## config.mk

```make
export PLATFORM = sky130hd
export DESIGN_NAME = reg_dump_tx
export DESIGN_NICKNAME = d
export VERILOG_FILES = /design/src/rtl/reg_dump_tx.sv
export SDC_FILE = /design/constraint.sdc
export NUM_CORES = 1
export LEC_CHECK = 0
export CORE_MARGIN = 2
export CORE_UTILIZATION = 45
export DETAILED_ROUTE_END_ITERATION = 7
export PLACE_DENSITY = 0.73
export SLEW_MARGIN = 5
export SYNTH_ARGS = -nofsm -noshare
export SYNTH_HDL_FRONTEND = slang
export SYNTH_SLANG_ARGS = --single-unit
```

## constraint.sdc

```tcl
create_clock -name clk -period 2.5 [get_ports clk]
set_input_delay 0.75 -clock clk [delete_from_list [all_inputs] [get_ports clk]]
set_output_delay 0.75 -clock clk [all_outputs]
set_load 0.02 [all_outputs]
```

## src/rtl/reg_dump_tx.sv

```systemverilog
// Register-file dump over UART 8N1: walks indices 0..NUM_REGS-1 and sends each word big-endian,
// LSB-first bits. Define REG_DUMP_HDR_EN to prefix every register with header byte 8'h80 | index.
module reg_dump_tx #(
  parameter int unsigned CLKS_PER_BIT = 868,
  parameter int unsigned NUM_REGS     = 32
) (
  input  logic        clk,
  input  logic        rst,
  input  logic        start,
  output logic [4:0]  rd_addr,
  input  logic [31:0] rd_data,
  output logic        txd,
  output logic        busy,
  output logic        done
);

  localparam int unsigned BaudW = (CLKS_PER_BIT > 1) ? $clog2(CLKS_PER_BIT) : 1;
`ifdef REG_DUMP_HDR_EN
  localparam int unsigned NumBytes = 5;
`else
  localparam int unsigned NumBytes = 4;
`endif
  localparam logic [BaudW-1:0] BaudLast = BaudW'(CLKS_PER_BIT - 1);
  localparam logic [2:0]       ByteLast = 3'(NumBytes - 1);
  localparam logic [4:0]       IdxLast  = 5'(NUM_REGS - 1);

  typedef enum logic [2:0] {
    StIdle,
    StFetch,
    StLatch,
    StStart,
    StData,
    StStop,
    StFinish
  } state_e;

  state_e            state_q, state_d;
  logic [BaudW-1:0]  baud_q, baud_d;
  logic [2:0]        bit_q, bit_d;
  logic [2:0]        byte_q, byte_d;
  logic [4:0]        idx_q, idx_d;
  logic [4:0]        rd_addr_q, rd_addr_d;
  logic [31:0]       word_q, word_d;
  logic              txd_q, txd_d;
  logic              busy_q, busy_d;
  logic              done_q, done_d;
  logic              baud_tick;
  logic [BaudW-1:0]  baud_next;
  logic [7:0]        cur_byte;

  always_ff @(posedge clk or posedge rst) begin
    if (rst) begin
      state_q   <= StIdle;
      baud_q    <= '0;
      bit_q     <= '0;
      byte_q    <= '0;
      idx_q     <= '0;
      rd_addr_q <= '0;
      word_q    <= '0;
      txd_q     <= 1'b1;
      busy_q    <= 1'b0;
      done_q    <= 1'b0;
    end else begin
      state_q   <= state_d;
      baud_q    <= baud_d;
      bit_q     <= bit_d;
      byte_q    <= byte_d;
      idx_q     <= idx_d;
      rd_addr_q <= rd_addr_d;
      word_q    <= word_d;
      txd_q     <= txd_d;
      busy_q    <= busy_d;
      done_q    <= done_d;
    end
  end

  always_comb begin
    baud_tick = (baud_q == BaudLast);
    baud_next = baud_tick ? '0 : baud_q + BaudW'(1);
    state_d   = state_q;
    baud_d    = baud_q;
    bit_d     = bit_q;
    byte_d    = byte_q;
    idx_d     = idx_q;
    rd_addr_d = rd_addr_q;
    word_d    = word_q;
    unique case (state_q)
      StIdle: begin
        if (start) begin
          state_d   = StFetch;
          idx_d     = '0;
          rd_addr_d = '0;
          baud_d    = '0;
          bit_d     = '0;
          byte_d    = '0;
        end
      end
      StFetch: state_d = StLatch;
      StLatch: begin
        // Snapshot taken once per register; later writes cannot corrupt bytes in flight.
        word_d  = rd_data;
        baud_d  = '0;
        state_d = StStart;
      end
      StStart: begin
        baud_d = baud_next;
        if (baud_tick) begin
          bit_d   = '0;
          state_d = StData;
        end
      end
      StData: begin
        baud_d = baud_next;
        if (baud_tick) begin
          if (bit_q == 3'd7) begin
            bit_d   = '0;
            state_d = StStop;
          end else begin
            bit_d = bit_q + 3'd1;
          end
        end
      end
      StStop: begin
        baud_d = baud_next;
        if (baud_tick) begin
          if (byte_q != ByteLast) begin
            byte_d  = byte_q + 3'd1;
            state_d = StStart;
          end else begin
            byte_d = '0;
            if (idx_q != IdxLast) begin
              idx_d     = idx_q + 5'd1;
              rd_addr_d = idx_q + 5'd1;
              state_d   = StFetch;
            end else begin
              state_d = StFinish;
            end
          end
        end
      end
      StFinish: state_d = StIdle;
      default:  state_d = StIdle;
    endcase
  end

  // Outputs are decoded from next-state values so the registered copies align with the state.
  always_comb begin
    case (byte_d)
`ifdef REG_DUMP_HDR_EN
      3'd0:    cur_byte = {3'b100, idx_q};
      3'd1:    cur_byte = word_q[31:24];
      3'd2:    cur_byte = word_q[23:16];
      3'd3:    cur_byte = word_q[15:8];
      default: cur_byte = word_q[7:0];
`else
      3'd0:    cur_byte = word_q[31:24];
      3'd1:    cur_byte = word_q[23:16];
      3'd2:    cur_byte = word_q[15:8];
      default: cur_byte = word_q[7:0];
`endif
    endcase
    txd_d = 1'b1;
    if (state_d == StStart) begin
      txd_d = 1'b0;
    end else if (state_d == StData) begin
      txd_d = cur_byte[bit_d];
    end
    busy_d = (state_d != StIdle);
    done_d = (state_d == StFinish);
  end

  assign rd_addr = rd_addr_q;
  assign txd     = txd_q;
  assign busy    = busy_q;
  assign done    = done_q;

endmodule
```

==> results.json, run 1 <==
{
  "globalRoute.busiestLayer": "met2",
  "antenna_found_initial": 0,
  "critical_path.reg2reg.startpoint": "baud_q[1]",
  "fin_hold_viols": 0,
  "worstSetupStartpoint": "start",
  "sequential_cell_total": 59,
  "most_common_reg_cell": "sky130_fd_sc_hd__dfrtp_1",
  "inverters": 15,
  "tightest_slew_ns": 0.517,
  "synth.lib_cells_used.distinct": 61,
  "layout-drive-gt1-share": 0.339,
  "required_ns": 2.78,
  "ys_sh_xor": 0.0251,
  "cts_buffers": 9,
  "most_frequent_cell_after_synthesis": "sky130_fd_sc_hd__dfrtp_1",
  "grt_first_pass_wirelength_um": 11100,
  "met1Wirelength_um": 2930,
  "finish.net_count": 393,
  "layout.clock_buffers": 12,
  "synth_async_sr_flop_share": 1.00,
  "crit_cells": 10,
  "hold_slack_ns": 0.514,
  "diodes": 0,
  "worst_clock_skew_ns": 0.00936,
  "area.growth.synth_to_final_pct": 33.2,
  "ctsRootBufferMaster": "sky130_fd_sc_hd__clkbuf_8",
  "yosys-dominant-comb-family": "simple AND/OR/NAND/NOR gates",
  "global_route.usage.met2": 0.300,
  "cts_hold_buffers": 0,
  "yosys.area_share.adder": 0.0239,
  "syn-cell-area_um2": 3150,
  "p_per_area_nw_per_um2": 769,
  "clk_share": 0.0508,
  "power-top-group": "registers",
  "post_cts.resized_instances": 2,
  "yosys_warnings": 0,
  "final-instance-count-excl-fill": 453,
  "ir_drop_mv": 0.509,
  "detail_route.iter0.violations": 84,
  "switching_share": 0.284,
  "tool_warnings": 27,
  "track_usage": 0.188,
  "clkTransAtPathRegs_ns": 0.07,
  "worstHoldPathCells": 1,
  "p_int_mw": 2.31,
  "syn-instance-count": 275,
  "mux_area_frac": 0.155,
  "cts.sinks": 59,
  "timing.hold.worst.start": "word_q[1]",
  "reg2reg_slack_ns": 0.07,
  "yosys-top-cells-count": "sky130_fd_sc_hd__dfrtp_1, sky130_fd_sc_hd__mux2_2, sky130_fd_sc_hd__nor2_1",
  "seq_area_um2": 1480,
  "fp.dieH_um": 87.6,
  "comb_share": 0.383,
  "layout.comb_gates.multi_input": 190,
  "crit_end": "txd",
  "die_width_um": 87.6,
  "largest_net_degree_at_the_start_of_global_routing": 60,
  "port-buffer-count": 42,
  "ys.flops": 59,
  "run_status": "finished clean",
  "pre_cts_slack_ns": -0.611,
  "ant_nets": 0,
  "final-comb-area_um2": 1610,
  "postLayoutCellArea_um2": 4190,
  "synth-compound-area-share": 0.117,
  "top_logic_cells_by_instance_count_in_the_layout": "sky130_fd_sc_hd__dfrtp_1, sky130_fd_sc_hd__clkdlybuf4s50_1, sky130_fd_sc_hd__mux2_2, sky130_fd_sc_hd__buf_4, sky130_fd_sc_hd__nor2_1",
  "report.power.total_mw": 3.22,
  "h-tree-depth": 3,
  "timing.setup.tns_ns": 0,
  "synth_stat.cells": 275,
  "post_synth_edffs": 0,
  "globalRoute.totalOverflow": 0,
  "ff2ff_path_depth": 10,
  "clock.fmax_mhz": 406,
  "period_minus_slack_ns": 2.46,
  "layout.non_clock_buffers": 77,
  "critical_path.cell_chain": "clkdlybuf4s15_1 > or4b_4 > buf_4 > nand2_1 > a31oi_4 > buf_4 > a21oi_4 > o211ai_1 > a41o_1 > a41oi_2",
  "slew_headroom": 0.655,
  "power_switching_mw": 0.917,
  "wire_per_inst_um": 14.9,
  "crit_path_max_incr_delay_ns": 0.50,
  "worst_setup_end_kind": "flop",
  "detailroute.wirelength.met3_um": 284,
  "power_frac_clock": 0.289,
  "layout.nonclk_buf_frac": 0.170,
  "seqPwrFrac": 0.466,
  "category_of_the_critical_setup_timing_path": "input pin to flop",
  "yosys.area.top_type_share": 0.461
}
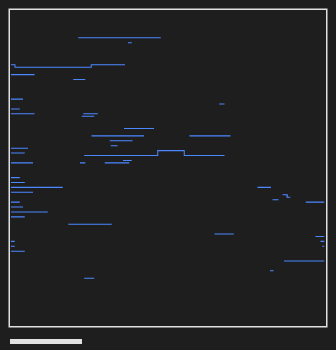
**Above:** run 1 (metal 3).
Scale bar: 20 µm.
The wires run mostly horizontal. The longest straight run is 22.5 µm. 36 nets have wire on it. The layer carries 284 µm of wire. The layer holds 4.2% of the routed length.

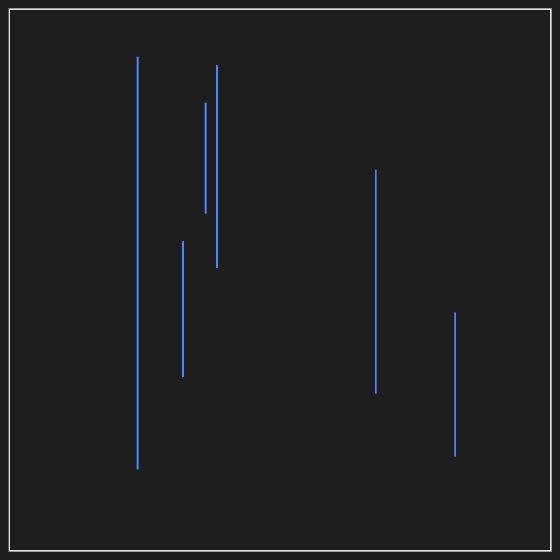
**Above:** run 1 (M4 wires).
The longest straight run is 66.6 µm. The wires run mostly vertical. The layer holds 2.9% of the routed length. 5 nets have wire on it. The layer carries 198 µm of wire.
total wirelength of the detailed-routed design: 6750 µm
total vias in the final route: 2429

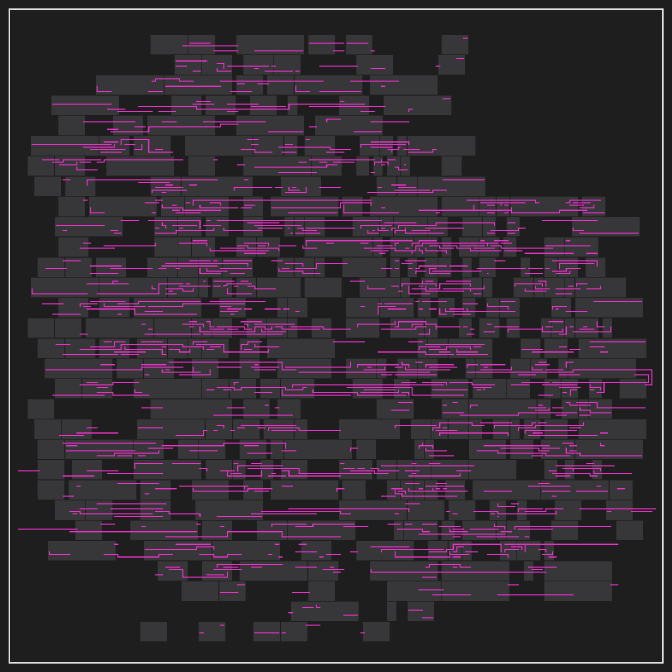
**Above:** run 1 (met1 routing).
Cells faint in the background.
354 nets have wire on it. The wires run mostly horizontal. The layer holds 43% of the routed length.
GR met1 Demand/Resource: 0.233

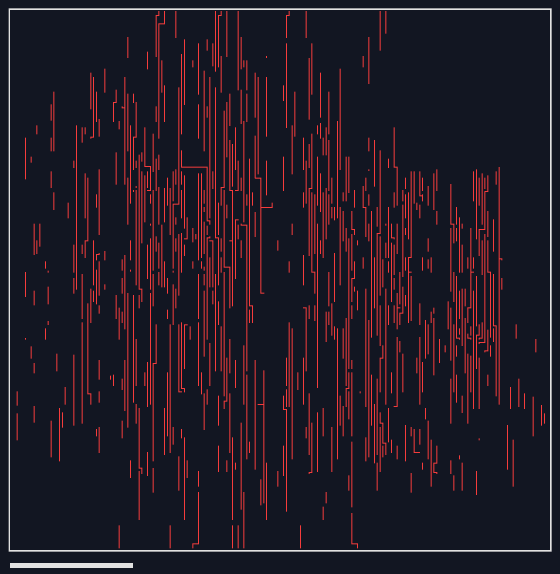
**Above:** run 1 (met2 routing).
Scale bar: 20 µm.
The layer holds 49% of the routed length. The longest straight run is 38.4 µm. The layer carries 3340 µm of wire. The wires run mostly vertical.

## Run 2: what changed since run 1
--- a/config.mk
+++ b/config.mk
@@ -5,6 +5,7 @@
 export SDC_FILE = /design/constraint.sdc
 export NUM_CORES = 1
 export LEC_CHECK = 0
+export ABC_CLOCK_PERIOD_IN_PS = 2500
 export CORE_MARGIN = 2
 export CORE_UTILIZATION = 45
 export DETAILED_ROUTE_END_ITERATION = 7
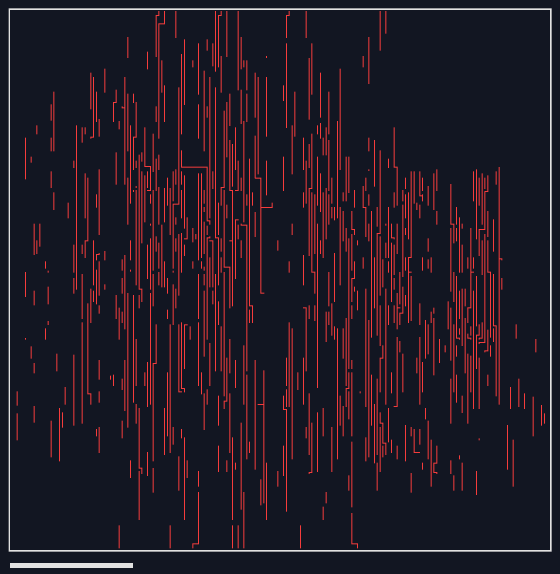
**Above:** run 2 (met2 routing).
Scale bar: 20 µm.
The longest straight run is 38.4 µm. The wires run mostly vertical. 349 nets have wire on it. The layer holds 49% of the routed length. The layer carries 3340 µm of wire.

==> results.json, run 2 <==
{
  "run_status": "finished clean",
  "met1Wirelength_um": 2930,
  "most_common_reg_cell": "sky130_fd_sc_hd__dfrtp_1",
  "yosys-dominant-comb-family": "simple AND/OR/NAND/NOR gates",
  "ys_sh_xor": 0.0251,
  "layout.non_clock_buffers": 77,
  "ys.flops": 59,
  "worst_clock_skew_ns": 0.00936,
  "cts_hold_buffers": 0,
  "worst_setup_end_kind": "flop",
  "ant_nets": 0,
  "layout-drive-gt1-share": 0.339,
  "globalRoute.totalOverflow": 0,
  "vias": 2429,
  "ff2ff_path_depth": 10,
  "top_logic_cells_by_instance_count_in_the_layout": "sky130_fd_sc_hd__dfrtp_1, sky130_fd_sc_hd__clkdlybuf4s50_1, sky130_fd_sc_hd__mux2_2, sky130_fd_sc_hd__buf_4, sky130_fd_sc_hd__nor2_1",
  "ctsRootBufferMaster": "sky130_fd_sc_hd__clkbuf_8",
  "globalRoute.busiestLayer": "met2",
  "syn-instance-count": 275,
  "worstHoldPathCells": 1,
  "crit_cells": 10,
  "hold_slack_ns": 0.514,
  "cts.sinks": 59,
  "final-comb-area_um2": 1610,
  "post_cts.resized_instances": 2,
  "comb_share": 0.383,
  "fp.dieH_um": 87.6,
  "h-tree-depth": 3,
  "category_of_the_critical_setup_timing_path": "input pin to flop",
  "detail_route.iter0.violations": 84,
  "clkTransAtPathRegs_ns": 0.07,
  "crit_end": "txd",
  "track_usage": 0.188,
  "grt_first_pass_wirelength_um": 11100,
  "slew_headroom": 0.655,
  "yosys-top-cells-count": "sky130_fd_sc_hd__dfrtp_1, sky130_fd_sc_hd__mux2_2, sky130_fd_sc_hd__nor2_1",
  "timing.hold.worst.start": "word_q[1]",
  "mux_area_frac": 0.155,
  "syn-cell-area_um2": 3150,
  "globalRouteMet1Util": 0.233,
  "layout.comb_gates.multi_input": 190,
  "detailroute.wirelength.met3_um": 284,
  "period_minus_slack_ns": 2.46,
  "synth-compound-area-share": 0.117,
  "post_synth_edffs": 0,
  "tightest_slew_ns": 0.517,
  "worstSetupStartpoint": "start",
  "timing.setup.tns_ns": 0,
  "yosys.area_share.adder": 0.0239,
  "p_int_mw": 2.31,
  "report.power.total_mw": 3.22,
  "power-top-group": "registers",
  "inverters": 15,
  "layout.clock_buffers": 12,
  "diodes": 0,
  "critical_path.reg2reg.startpoint": "baud_q[1]",
  "reg2reg_slack_ns": 0.07,
  "yosys_warnings": 0,
  "critical_path.cell_chain": "clkdlybuf4s15_1 > or4b_4 > buf_4 > nand2_1 > a31oi_4 > buf_4 > a21oi_4 > o211ai_1 > a41o_1 > a41oi_2"
}
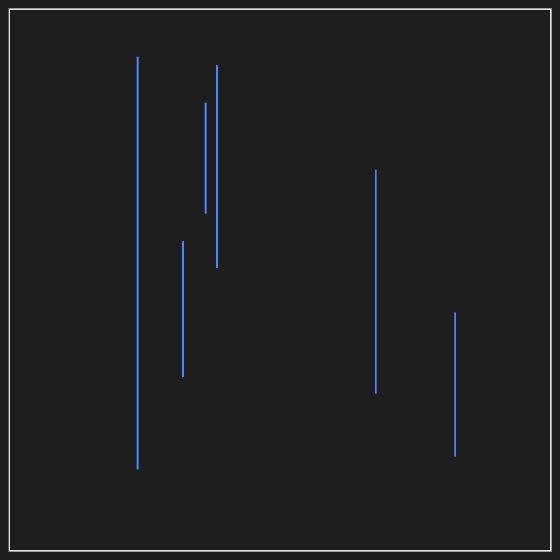
**Above:** run 2 (M4 wires).
The wires run mostly vertical. The longest straight run is 66.6 µm. The layer carries 198 µm of wire. 5 nets have wire on it. The layer holds 2.9% of the routed length.

No activity file was given, so power comes from the tool's default toggle rates.
